$ cat src/rtl/uart_tx.sv
// -----------------------------------------------------------------------------
// uart_tx : byte-oriented 8N1 UART transmitter driving the SoC serial pin.
//
// Bytes written by the CPU are buffered and serialised as:
//   start bit (0), data d0..d7 LSB first, stop bit (1), no parity.
// Each bit lasts exactly CLK_DIV clock cycles. Back-to-back frames are sent
// with no idle gap: the next start bit begins on the edge that ends the
// previous stop bit.
//
// Build option:
//   UART_TX_FIFO_EN  defined   -> circular buffer of FIFO_DEPTH entries
//                    undefined -> single holding register (FIFO_DEPTH ignored)
//
// Parameters:
//   CLK_DIV    : clock cycles per bit, >= 2
//   FIFO_DEPTH : buffer entries when UART_TX_FIFO_EN is defined, power of 2, >= 2
//
// Ports:
//   CLK     in  : system clock, all state on rising edge
//   RESET   in  : asynchronous active-high reset; aborts any frame in flight
//   wr_en   in  : write strobe, byte accepted on an edge where wr_en && ready
//   wr_data in  : byte to send
//   ready   out : buffer not full (combinational from registered state)
//   busy    out : FSM not idle or buffer not empty
//   tx      out : registered serial line, idle high
// -----------------------------------------------------------------------------
module uart_tx #(
    parameter int CLK_DIV    = 434,
    parameter int FIFO_DEPTH = 4
) (
    input  logic       CLK,
    input  logic       RESET,
    input  logic       wr_en,
    input  logic [7:0] wr_data,
    output logic       ready,
    output logic       busy,
    output logic       tx
);

    localparam int CNT_W = (CLK_DIV > 1) ? $clog2(CLK_DIV) : 1;
    localparam logic [CNT_W-1:0] BAUD_LOAD = CNT_W'(CLK_DIV - 1);
    localparam logic [CNT_W-1:0] BAUD_ONE  = CNT_W'(1);
    localparam logic [CNT_W-1:0] BAUD_ZERO = CNT_W'(0);

    // Reject illegal parameter combinations at elaboration time.
    if ((CLK_DIV < 2) || (FIFO_DEPTH < 2) ||
        ((FIFO_DEPTH & (FIFO_DEPTH - 1)) != 0)) begin : g_param_err
        $error("uart_tx: CLK_DIV must be >= 2, FIFO_DEPTH a power of two >= 2");
    end

    typedef enum logic [1:0] {
        ST_IDLE  = 2'd0,
        ST_START = 2'd1,
        ST_DATA  = 2'd2,
        ST_STOP  = 2'd3
    } state_e;

    // Buffer view shared by both buffer flavours.
    logic       push_s;      // accepted write this cycle
    logic       pop_s;       // FSM takes the head byte this cycle
    logic       buf_empty_s;
    logic       buf_full_s;
    logic [7:0] buf_head_s;  // byte that a pop would return

    assign push_s = wr_en && !buf_full_s;

`ifdef UART_TX_FIFO_EN
    // ------------------------------------------------------------------
    // Circular FIFO: read/write pointers plus an occupancy count. The count
    // is one bit wider than the pointers so that "full" is unambiguous.
    // ------------------------------------------------------------------
    localparam int PTR_W = $clog2(FIFO_DEPTH);
    localparam int CW    = PTR_W + 1;
    localparam logic [CW-1:0]    CNT_ONE  = CW'(1);
    localparam logic [CW-1:0]    CNT_ZERO = CW'(0);
    localparam logic [CW-1:0]    CNT_FULL = CW'(FIFO_DEPTH);
    localparam logic [PTR_W-1:0] PTR_ONE  = PTR_W'(1);

    logic [7:0]       fifo_mem [FIFO_DEPTH];
    logic [PTR_W-1:0] rd_ptr_q, rd_ptr_d;
    logic [PTR_W-1:0] wr_ptr_q, wr_ptr_d;
    logic [CW-1:0]    count_q,  count_d;

    assign buf_empty_s = (count_q == CNT_ZERO);
    assign buf_full_s  = (count_q == CNT_FULL);
    assign buf_head_s  = fifo_mem[rd_ptr_q];

    // Storage array: written on accepted writes only, needs no reset
    // because the count decides which entries are meaningful.
    always_ff @(posedge CLK) begin
        if (push_s) begin
            fifo_mem[wr_ptr_q] <= wr_data;
        end else begin
            fifo_mem[wr_ptr_q] <= fifo_mem[wr_ptr_q];
        end
    end

    // Pointer and count update; a simultaneous push and pop keeps the count.
    always_comb begin
        rd_ptr_d = rd_ptr_q;
        wr_ptr_d = wr_ptr_q;
        count_d  = count_q;
        if (push_s) begin
            wr_ptr_d = wr_ptr_q + PTR_ONE;
        end else begin
            wr_ptr_d = wr_ptr_q;
        end
        if (pop_s) begin
            rd_ptr_d = rd_ptr_q + PTR_ONE;
        end else begin
            rd_ptr_d = rd_ptr_q;
        end
        case ({push_s, pop_s})
            2'b10:   count_d = count_q + CNT_ONE;
            2'b01:   count_d = count_q - CNT_ONE;
            default: count_d = count_q;
        endcase
    end

    // FIFO bookkeeping registers.
    always_ff @(posedge CLK or posedge RESET) begin
        if (RESET) begin
            rd_ptr_q <= {PTR_W{1'b0}};
            wr_ptr_q <= {PTR_W{1'b0}};
            count_q  <= CNT_ZERO;
        end else begin
            rd_ptr_q <= rd_ptr_d;
            wr_ptr_q <= wr_ptr_d;
            count_q  <= count_d;
        end
    end
`else
    // ------------------------------------------------------------------
    // Single holding register. It is emptied when the FSM pops it at frame
    // start, so one further byte can be queued while a frame is on the wire.
    // A push and a pop can never coincide: push needs the register empty,
    // pop needs it full.
    // ------------------------------------------------------------------
    logic [7:0] hold_q, hold_d;
    logic       hold_valid_q, hold_valid_d;

    assign buf_empty_s = !hold_valid_q;
    assign buf_full_s  = hold_valid_q;
    assign buf_head_s  = hold_q;

    // Holding register load/empty decision.
    always_comb begin
        hold_d       = hold_q;
        hold_valid_d = hold_valid_q;
        if (push_s) begin
            hold_d       = wr_data;
            hold_valid_d = 1'b1;
        end else if (pop_s) begin
            hold_valid_d = 1'b0;
        end else begin
            hold_valid_d = hold_valid_q;
        end
    end

    // Holding register state.
    always_ff @(posedge CLK or posedge RESET) begin
        if (RESET) begin
            hold_q       <= 8'h00;
            hold_valid_q <= 1'b0;
        end else begin
            hold_q       <= hold_d;
            hold_valid_q <= hold_valid_d;
        end
    end
`endif

    // ------------------------------------------------------------------
    // Transmit FSM with baud counter, bit index and shift register.
    // ------------------------------------------------------------------
    state_e           state_q,   state_d;
    logic [CNT_W-1:0] baud_q,    baud_d;
    logic [2:0]       bit_idx_q, bit_idx_d;
    logic [7:0]       shift_q,   shift_d;
    logic             tx_q,      tx_d;
    logic             bit_end_s;

    // A bit period ends on the edge where the down-counter sits at zero.
    assign bit_end_s = (baud_q == BAUD_ZERO);

    // FSM state and datapath registers; reset returns the line high at once.
    always_ff @(posedge CLK or posedge RESET) begin
        if (RESET) begin
            state_q   <= ST_IDLE;
            baud_q    <= BAUD_ZERO;
            bit_idx_q <= 3'd0;
            shift_q   <= 8'h00;
            tx_q      <= 1'b1;
        end else begin
            state_q   <= state_d;
            baud_q    <= baud_d;
            bit_idx_q <= bit_idx_d;
            shift_q   <= shift_d;
            tx_q      <= tx_d;
        end
    end

    // Next-state logic: bit timing, shifting and buffer pops.
    always_comb begin
        state_d   = state_q;
        baud_d    = baud_q;
        bit_idx_d = bit_idx_q;
        shift_d   = shift_q;
        pop_s     = 1'b0;
        case (state_q)
            ST_IDLE: begin
                if (!buf_empty_s) begin
                    pop_s   = 1'b1;
                    state_d = ST_START;
                    baud_d  = BAUD_LOAD;
                    shift_d = buf_head_s;
                end else begin
                    state_d = ST_IDLE;
                end
            end
            ST_START: begin
                if (bit_end_s) begin
                    state_d   = ST_DATA;
                    baud_d    = BAUD_LOAD;
                    bit_idx_d = 3'd0;
                end else begin
                    baud_d = baud_q - BAUD_ONE;
                end
            end
            ST_DATA: begin
                if (bit_end_s) begin
                    baud_d  = BAUD_LOAD;
                    shift_d = {1'b0, shift_q[7:1]};
                    if (bit_idx_q == 3'd7) begin
                        state_d   = ST_STOP;
                        bit_idx_d = 3'd0;
                    end else begin
                        bit_idx_d = bit_idx_q + 3'd1;
                    end
                end else begin
                    baud_d = baud_q - BAUD_ONE;
                end
            end
            ST_STOP: begin
                if (bit_end_s) begin
                    // Chain straight into the next start bit when a byte waits.
                    if (!buf_empty_s) begin
                        pop_s   = 1'b1;
                        state_d = ST_START;
                        baud_d  = BAUD_LOAD;
                        shift_d = buf_head_s;
                    end else begin
                        state_d = ST_IDLE;
                    end
                end else begin
                    baud_d = baud_q - BAUD_ONE;
                end
            end
            default: begin
                state_d = ST_IDLE;
                baud_d  = BAUD_ZERO;
            end
        endcase
    end

    // Output logic: the line level is computed for the state being entered
    // so that the registered tx changes on the same edge as the state.
    always_comb begin
        tx_d = 1'b1;
        case (state_d)
            ST_START: tx_d = 1'b0;
            ST_DATA:  tx_d = shift_d[0];
            ST_STOP:  tx_d = 1'b1;
            default:  tx_d = 1'b1;
        endcase
    end

    assign tx    = tx_q;
    assign ready = !buf_full_s;
    assign busy  = (state_q != ST_IDLE) || !buf_empty_s;

endmodule

$ cat config.mk
export PLATFORM = sky130hd
export DESIGN_NAME = uart_tx
export DESIGN_NICKNAME = d
export VERILOG_FILES = /design/src/rtl/uart_tx.sv
export SDC_FILE = /design/constraint.sdc
export NUM_CORES = 1
export LEC_CHECK = 0
export ABC_AREA = 1
export CAP_MARGIN = 20
export CORE_ASPECT_RATIO = 2
export CORE_MARGIN = 2
export CORE_UTILIZATION = 55
export DETAILED_ROUTE_END_ITERATION = 8
export HOLD_SLACK_MARGIN = 0.06
export PLACE_DENSITY = 0.87
export SYNTH_ARGS = -nofsm -noshare
export SYNTH_HDL_FRONTEND = slang
export SYNTH_SLANG_ARGS = --single-unit
$ cat constraint.sdc
create_clock -name CLK -period 2.2 [get_ports CLK]
set_input_delay 0.22 -clock CLK [delete_from_list [all_inputs] [get_ports CLK]]
set_output_delay 0.22 -clock CLK [all_outputs]
set_load 0.005 [all_outputs]
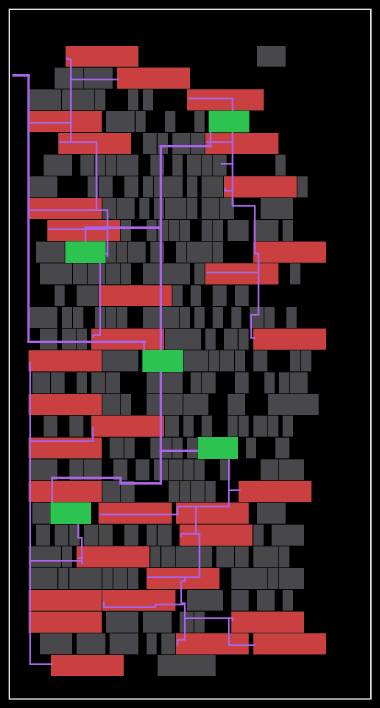
clock_wires.png
Scale: 8 px per um.
[green] clock-net drivers | count: 5
[purple] clock wires | length: 412 um
[red] flip-flops | count: 32
routed clock nets: 6
P_clk: 0.000417 W
worst-skew pair later-pin latency: 290 ps
Clk pwr share: 33.7%
post-route clock skew: 6.004 ps

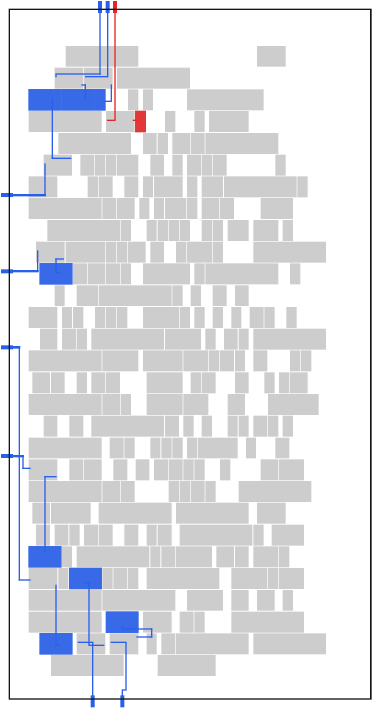
port_trees.png
Scale: 8 px per um.
[blue] `wr_data` | bits: 8 | direction: input | edge: 4 west, 2 north, 2 south | end cells: 8 | buffers: 8 | wire: 144 um
[red] `wr_en` | bits: 1 | direction: input | edge: north | end cells: 1 | buffers: 1 | wire: 14.9 um

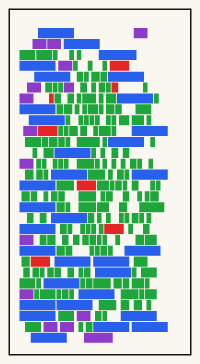
class_map.png
Scale: 4 px per um.
[blue] registers | cells: 32 | share of their area: 39%
[purple] remaining buffers and delay cells | cells: 15 | share of their area: 7.6%
[red] clock drivers and dummy loads | cells: 7 | share of their area: 3.8%
[green] remaining logic cells | cells: 187 | share of their area: 50%

==> results_slide.txt <==
Run Summary

Outcome
  • Run status: finished, final reports clean

STA
  • Max_slew headroom: between 60 and 70%
  • Tmin final: 1945 ps
  • Setup violators final: 0
  • Final period util: 88.41%
  • Worst hold slack: 292.9 ps
  • Fin. Hold Viols: 0
  • RSZ-0062 raised after global routing: no

Layout
  • Dominant kind of cell by area: multi-input combinational cells
  • Finished Cell Area: 2107 sq um
  • Most frequent cells in the layout: nand2_1, dfrtp_1, inv_1
  • Most flops, register: baud_q
  • Buffering overhead: 7.482%
  • Post-route insts no fill: around 270
  • Comb/total area: 42.34%
  • FF/Latch Area: ~800 sq um
  • ANT cells: 0
  • Gate Area: 892.1 sq um
  • Inverters excl. clock: 37

GRT
  • M1 GR Usage: between 20% and 30%
  • Grt met2 use: a little under half
  • All-layer global routing usage: around a quarter

Clock tree
  • CTS tree: built
  • Num CTS Buffers: 5
  • Clock slew at reported path FFs: 60 ps
  • Post-CTS Hold Buffers: 0
  • Setup repair bufs after CTS: 0
  • CTS H-Tree Depth: 2

Placement
  • DP Cell Count: between 200 and 300
  • Number of port buffers: 13
  • GP Congestion: 0.8923
  • Post-place setup slack: around 280 ps

Synthesis
  • Top non-seq family: simple AND/OR/NAND/NOR gates
  • Aoi share: roughly 16%
  • Synth top cells by count: nand2_1, dfrtp_1, inv_1
  • Mux share: 4.260%
  • Cell accounting for the most synthesized area: dfrtp_1
  • Seq/Total Area, Yosys: 43.34%
  • Synthesized cell area: around 1900 sq um

Power and ir drop
  • Sequential group power: around 0.00067 W
  • Pint: 0.0009349 W
  • Combinational share of power: 11.9%

Route
  • Met2 wire length: approximately 2400 um
  • Uppermost layer routed: met4
  • Avg Vias per Cell: 5.853
  • Wl on met1: 1522 um
  • Via count: 1592

Worst setup path
  • CP top delay family: simple AND/OR/NAND/NOR gates
  • Crit path buf inv count: 1
  • Critical Path Source: baud_q[0]
  • Worst R2R Setup Slack: 250 ps
  • Crit Path Max Fanout: 17
  • R2R depth: 8
  • Delay of the slowest cell on the worst path: about 380 ps

Die
  • Chip height: between 80 and 90 um
  • Row Count: 29

Run
  • Tool Warnings: 30
Power figures rest on the tool's default switching activity, not on a simulated workload.
